===== config.mk =====
export PLATFORM = sky130hd
export DESIGN_NAME = packet_dispenser_flat
export DESIGN_NICKNAME = d
export VERILOG_FILES = /design/src/rtl/packet_dispenser_if.sv /design/src/rtl/packet_dispenser.sv /design/src/flat_wrapper.sv
export SDC_FILE = /design/constraint.sdc
export NUM_CORES = 1
export LEC_CHECK = 0
export CORE_MARGIN = 10
export CORE_UTILIZATION = 45
export CTS_CLUSTER_DIAMETER = 60
export DETAILED_ROUTE_END_ITERATION = 10
export GPL_ROUTABILITY_DRIVEN = 1
export GPL_TIMING_DRIVEN = 0
export PLACE_DENSITY = 0.74
export RECOVER_POWER = 100
export SLEW_MARGIN = 20
export SYNTH_ARGS = -nofsm -noshare
export SYNTH_HDL_FRONTEND = slang
export SYNTH_SLANG_ARGS = --single-unit

===== constraint.sdc =====
create_clock -name clock -period 2.2 [get_ports clock]
set_clock_uncertainty 0.05 [all_clocks]
set_input_delay 0.44 -clock clock [delete_from_list [all_inputs] [get_ports clock]]
set_output_delay 0.44 -clock clock [all_outputs]
set_load 0.02 [all_outputs]

===== src/rtl/packet_dispenser_if.sv =====
// rtl/packet_dispenser_if.sv - handshake/bus bundle between packet_dispenser and its host, RAM and consumers
//
// Signals:
//   done_writing  host -> dispenser, one-cycle pulse: table loaded
//   pkt_count     host -> dispenser, packets in table (sampled with done_writing)
//   serve_req     consumers -> dispenser, per-module level request
//   mem_data      RAM -> dispenser, read data one cycle after mem_addr/mem_rd
//   mem_addr      dispenser -> RAM, byte address
//   mem_rd        dispenser -> RAM, read strobe
//   addr_select   dispenser -> RAM mux, 1 = host writer owns the port, 0 = dispenser
//   out_of_data   dispenser -> host, no undelivered packets remain
//   reg_en        dispenser -> consumers, one-hot load strobe
//   pkt_out       dispenser -> consumers, assembled packet (word 0 in the low bits)
// Modports: master = environment side, slave = packet_dispenser side.
interface packet_dispenser_if #(
  parameter int NUM_MODS      = 4,
  parameter int WORD_W        = 32,
  parameter int WORDS_PER_PKT = 6,
  parameter int NUM_PKTS      = 64
);
  localparam int P  = WORDS_PER_PKT * WORD_W;
  localparam int CW = $clog2(NUM_PKTS + 1);

  logic                done_writing;
  logic [CW-1:0]       pkt_count;
  logic [NUM_MODS-1:0] serve_req;
  logic [WORD_W-1:0]   mem_data;
  logic [31:0]         mem_addr;
  logic                mem_rd;
  logic [1:0]          addr_select;
  logic                out_of_data;
  logic [NUM_MODS-1:0] reg_en;
  logic [P-1:0]        pkt_out;

  modport master (
    output done_writing, pkt_count, serve_req, mem_data,
    input  mem_addr, mem_rd, addr_select, out_of_data, reg_en, pkt_out
  );

  modport slave (
    input  done_writing, pkt_count, serve_req, mem_data,
    output mem_addr, mem_rd, addr_select, out_of_data, reg_en, pkt_out
  );
endinterface


===== src/rtl/packet_dispenser.sv =====
// rtl/packet_dispenser.sv - streams fixed-size packets from the input RAM to arbitrated consumer modules
//
// Ports:
//   clock    single clock, all state on the rising edge
//   reset_n  asynchronous active-low reset
//   bus      packet_dispenser_if.slave (host pulse/count, requests, RAM read port, grants, packet)
// Build option:
//   RR_ARB_EN  defined   -> round-robin arbitration, search starts after the last granted module
//              undefined -> fixed priority, lowest requesting index wins
module packet_dispenser #(
  parameter int          NUM_MODS      = 4,
  parameter int          WORD_W        = 32,
  parameter int          WORDS_PER_PKT = 6,
  parameter int          NUM_PKTS      = 64,
  parameter logic [31:0] BASE_ADDR     = 32'd0
) (
  input logic              clock,
  input logic              reset_n,
  packet_dispenser_if.slave bus
);
  localparam int P   = WORDS_PER_PKT * WORD_W;
  localparam int CW  = $clog2(NUM_PKTS + 1);
  localparam int WCW = $clog2(WORDS_PER_PKT + 1);
  localparam int GW  = (NUM_MODS > 1) ? $clog2(NUM_MODS) : 1;

  typedef enum logic [2:0] {IDLE, READY, FETCH, LAST, GRANT} state_t;

  state_t              r_state;
  logic [CW-1:0]       r_count;
  logic [CW-1:0]       r_pkt_idx;
  logic [WCW-1:0]      r_word_cnt;   // words already issued for the current packet
  logic [29:0]         r_next_word;  // running pkt_idx*WORDS_PER_PKT+word_cnt, no multiplier
  logic [GW-1:0]       r_grant;
  logic                r_rd;
  logic                r_rd_q;
  logic [31:0]         r_addr;
  logic [P-1:0]        r_pkt;
  logic [NUM_MODS-1:0] r_reg_en;
  logic                r_out_of_data;
  logic [1:0]          r_addr_select;
  logic [GW-1:0]       w_win;
  logic                w_any;

`ifdef RR_ARB_EN
  logic [GW-1:0] r_rr_ptr;  // index where the next search starts

  always_comb begin
    int j;
    w_win = '0;
    w_any = 1'b0;
    j     = 0;
    for (int k = 0; k < NUM_MODS; k++) begin
      j = int'(r_rr_ptr) + k;
      if (j >= NUM_MODS) j = j - NUM_MODS;
      if (!w_any && bus.serve_req[j]) begin
        w_any = 1'b1;
        w_win = GW'(j);
      end
    end
  end
`else
  // Walk downwards so the lowest set index is the last one written.
  always_comb begin
    w_win = '0;
    w_any = 1'b0;
    for (int k = NUM_MODS - 1; k >= 0; k--) begin
      if (bus.serve_req[k]) begin
        w_any = 1'b1;
        w_win = GW'(k);
      end
    end
  end
`endif

  always_ff @(posedge clock or negedge reset_n) begin
    if (!reset_n) begin
      r_state       <= IDLE;
      r_count       <= '0;
      r_pkt_idx     <= '0;
      r_word_cnt    <= '0;
      r_next_word   <= '0;
      r_grant       <= '0;
      r_rd          <= 1'b0;
      r_rd_q        <= 1'b0;
      r_addr        <= BASE_ADDR;
      r_pkt         <= '0;
      r_reg_en      <= '0;
      r_out_of_data <= 1'b1;
      r_addr_select <= 2'd1;
`ifdef RR_ARB_EN
      r_rr_ptr      <= '0;
`endif
    end else begin
      // RAM data lags the strobe by one cycle; shift words in from the top
      // so word 0 ends up in the low bits after the last one arrives.
      r_rd_q   <= r_rd;
      if (r_rd_q)
        r_pkt <= (r_pkt >> WORD_W) | (P'(bus.mem_data) << (P - WORD_W));
      r_reg_en <= '0;

      case (r_state)
        IDLE: begin
          if (bus.done_writing && (bus.pkt_count != '0)) begin
            r_count       <= (bus.pkt_count > CW'(NUM_PKTS)) ? CW'(NUM_PKTS) : bus.pkt_count;
            r_pkt_idx     <= '0;
            r_next_word   <= '0;
            r_out_of_data <= 1'b0;
            r_addr_select <= 2'd0;
            r_state       <= READY;
          end
        end
        READY: begin
          if (w_any) begin
            r_grant     <= w_win;
            r_rd        <= 1'b1;
            r_addr      <= {r_next_word, 2'b00} + BASE_ADDR;
            r_next_word <= r_next_word + 30'd1;
            r_word_cnt  <= WCW'(1);
            r_state     <= FETCH;
          end
        end
        FETCH: begin
          if (r_word_cnt == WCW'(WORDS_PER_PKT)) begin
            r_rd    <= 1'b0;
            r_state <= LAST;
          end else begin
            r_addr      <= {r_next_word, 2'b00} + BASE_ADDR;
            r_next_word <= r_next_word + 30'd1;
            r_word_cnt  <= r_word_cnt + WCW'(1);
          end
        end
        LAST: begin
          r_reg_en <= NUM_MODS'(1) << r_grant;
          r_state  <= GRANT;
        end
        GRANT: begin
          r_pkt_idx <= r_pkt_idx + CW'(1);
`ifdef RR_ARB_EN
          r_rr_ptr  <= (r_grant == GW'(NUM_MODS - 1)) ? '0 : r_grant + GW'(1);
`endif
          if ((r_pkt_idx + CW'(1)) == r_count) begin
            r_out_of_data <= 1'b1;
            r_addr_select <= 2'd1;
            r_state       <= IDLE;
          end else begin
            r_state <= READY;
          end
        end
        default: r_state <= IDLE;
      endcase
    end
  end

  assign bus.mem_addr    = r_addr;
  assign bus.mem_rd      = r_rd;
  assign bus.addr_select = r_addr_select;
  assign bus.out_of_data = r_out_of_data;
  assign bus.reg_en      = r_reg_en;
  assign bus.pkt_out     = r_pkt;
endmodule

===== src/flat_wrapper.sv =====
// flat-port wrapper written by rule: the top's interface ports become plain ports
module packet_dispenser_flat 
#(
  parameter int          NUM_MODS      = 4,
  parameter int          WORD_W        = 32,
  parameter int          WORDS_PER_PKT = 6,
  parameter int          NUM_PKTS      = 64,
  parameter logic [31:0] BASE_ADDR     = 32'd0
)
  (clock, reset_n, bus_done_writing, bus_pkt_count, bus_serve_req, bus_mem_data, bus_mem_addr, bus_mem_rd, bus_addr_select, bus_out_of_data, bus_reg_en, bus_pkt_out);
  packet_dispenser_if #(.NUM_MODS(NUM_MODS), .WORD_W(WORD_W), .WORDS_PER_PKT(WORDS_PER_PKT), .NUM_PKTS(NUM_PKTS)) bus_i ();
  input logic clock;
  input logic reset_n;
  input wire logic [$bits(bus_i.done_writing)-1:0] bus_done_writing;
  input wire logic [$bits(bus_i.pkt_count)-1:0] bus_pkt_count;
  input wire logic [$bits(bus_i.serve_req)-1:0] bus_serve_req;
  input wire logic [$bits(bus_i.mem_data)-1:0] bus_mem_data;
  output wire logic [$bits(bus_i.mem_addr)-1:0] bus_mem_addr;
  output wire logic [$bits(bus_i.mem_rd)-1:0] bus_mem_rd;
  output wire logic [$bits(bus_i.addr_select)-1:0] bus_addr_select;
  output wire logic [$bits(bus_i.out_of_data)-1:0] bus_out_of_data;
  output wire logic [$bits(bus_i.reg_en)-1:0] bus_reg_en;
  output wire logic [$bits(bus_i.pkt_out)-1:0] bus_pkt_out;
  assign bus_i.done_writing = bus_done_writing;
  assign bus_i.pkt_count = bus_pkt_count;
  assign bus_i.serve_req = bus_serve_req;
  assign bus_i.mem_data = bus_mem_data;
  assign bus_mem_addr = bus_i.mem_addr;
  assign bus_mem_rd = bus_i.mem_rd;
  assign bus_addr_select = bus_i.addr_select;
  assign bus_out_of_data = bus_i.out_of_data;
  assign bus_reg_en = bus_i.reg_en;
  assign bus_pkt_out = bus_i.pkt_out;
  packet_dispenser #(.NUM_MODS(NUM_MODS), .WORD_W(WORD_W), .WORDS_PER_PKT(WORDS_PER_PKT), .NUM_PKTS(NUM_PKTS), .BASE_ADDR(BASE_ADDR)) u_core (.clock(clock), .reset_n(reset_n), .bus(bus_i));
endmodule

Fig. 1: cell placement
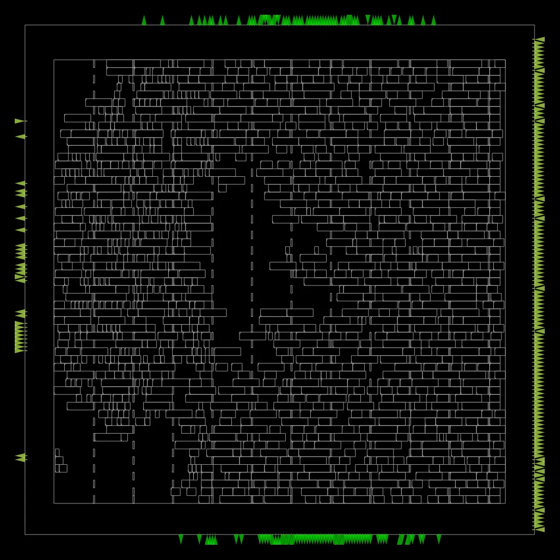
flop share of the area: 0.440
Rows: 57

Fig. 2: M2 wires
Bar = 50 µm.
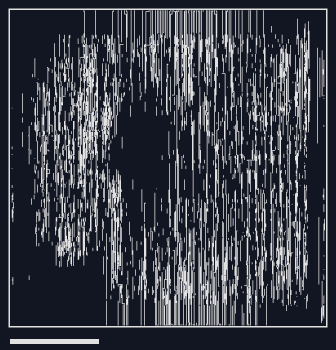
main direction: vertical
nets with wire on the layer: 1146
final WL: 31500 µm
total number of vias: 7975
GR Util met2: 0.334

==> qor.yml <==
synthArstFlopShare: 1.00
fp.coreArea_mm2: 0.0245
htreeDepth: 1
cts.sinks: 281
drc: 0
root_buffer: "clkbuf_16"
grt_pass1_vias: 8092
dieArea_mm2: 0.0317
final-clk-cell-share: 0.0739
seq-power_uw: 8890
cts_hold_buf: 1
drtAntennaViolNets: 0
irDropWorstVdd_v: 0.000945
ys.flops: 281
die_h_um: 178
grt_use_met1: 0.234
yosysTopAreaCell: "dfrtp_1"
comb_area_mm2: 0.00406
synth_cell_types: 48
flop_cell: "dfrtp_1"
r2r_start: "u_core.r_next_word[8]$_DFFE_PN0P_"
vias_per_cell: 5.18
worst_hold_path_type: "in2async"
synth_warnings: 0
n_all_buffers: 346
gr-total-overflow: 0
slowest_stage: "dfrtp_1"
gp_congestion: 0.867
cp_data_arrival_time_ns: 2.59
yosys-top-cells-area: "dfrtp_1 62%, mux2_2 19%, nand2_1 3.9%"
ff2ff_path_depth: 6
end_kind: "flop"
maxSlewHeadroom: 0.476
ys_cells: 856
nWellTaps: 324
clk_pin_slew_worst_paths_ns: 0.06
wl_per_cell_um: 20.5
reg2reg_slack_ns: 0.02
nFillCells: 1820
worstReg2RegEnd: "u_core.r_next_word[29]$_DFFE_PN0P_"
cp_max_fo: 7
slew_viol_final: 0
synth_top_area_share: 0.623
critical_path_class: "reg2reg"
ys_sh_adder: 0.00445
cp.depth: 6
avgSynthCellArea_um2: 13.1
critPathBufInv: 1
num-clock-buffers: 38
pwr-share-clk: 0.218
cts_setup_buffers: 9
outcome: "finished clean"
mux_share: 0.194
final_nets: 1242
swShare: 0.362
synthXorXnorAreaFrac: 0.0210
p_comb_frac: 0.454
setup_ws_ns: 0.0201
worst_slew_pin_slew_ns: 0.786
period_minus_slack_ns: 2.18
worstSetupStartpoint: "u_core.r_next_word[8]$_DFFE_PN0P_"
grt_max_degree: 79
warning_count: 28
synth-simple-area-share: 0.0981
wl_met2_um: 15800
grtUsageTotal: 0.189
ys_area_mm2: 0.0112
common_cells: "280 x dfrtp_1, 192 x mux2_2, 117 x nand2_1"
wl_met1_um: 12500
cts_made_buffers: 31
n_antenna_cell: 2
dp_cells: 1459
met3_usage: 0.0395
layout_top_cells: "276 x dfrtp_1, 270 x clkdlybuf4s50_1, 192 x mux2_2, 115 x nand2_1, 36 x nor2_1"
sh_comb_area: 0.254
cts_buffer_depth: 3
fin_cells: 1541
cts_resized: 15
cts_tree: "built"
antenna_found_initial: 1
power-top-group: "combinational cells"
drv_cap: 0
ys_seq_frac: 0.625
initialDrtViolationCount: 473
synth_cells: 856
critPathCapture: "u_core.r_next_word[29]$_DFFE_PN0P_"
most_common_cell: "dfrtp_1"
worstPathRequired_ns: 2.61
seqPwrFrac: 0.327
p_switching_uw: 9840
final_layout_size_suffix_gt1_frac: 0.260
grt_pass1_wl_um: 47600
top_usage_layer: "met2"
crit_path_start_kind: "flop"
io_buffers: 274
finalClockPeriodUsage: 0.991
clkLatencyLatePin_ns: 0.54
flop-count: 281
crit_family: "simple AND/OR/NAND/NOR gates"
cpMostUsedCell: "or3_1"
setup_viol: 0
enable_flop_cells: 0
cp_cell_sequence: "nand4_1, or3_1, or3_1, buf_6, or4_4, a21oi_2"
cpPeakStageDelay_ns: 0.42
-- per-stage QoR --
| step | total power [µW] | TNS, ns | utilization | area [µm²] | hold slack, ns |
|---|---|---|---|---|---|
| 4_1_cts | 27400 | 0 | 0.645 | 15800 | 0.387 |
| 2_1_floorplan | 15200 | 0 | - | 11300 | 0.0944 |
| 3_5_place_dp | 21200 | -48.72 | 0.592 | 14500 | 0.363 |
| 3_3_place_gp | 20900 | -3276.09 | 0.589 | 14400 | 0.372 |
| 5_1_grt | 28500 | -0.259 | 0.653 | 16000 | 0.404 |
| 6_report | 27200 | 0 | 0.653 | 16000 | 0.385 |
No activity file was given, so power comes from the tool's default toggle rates.
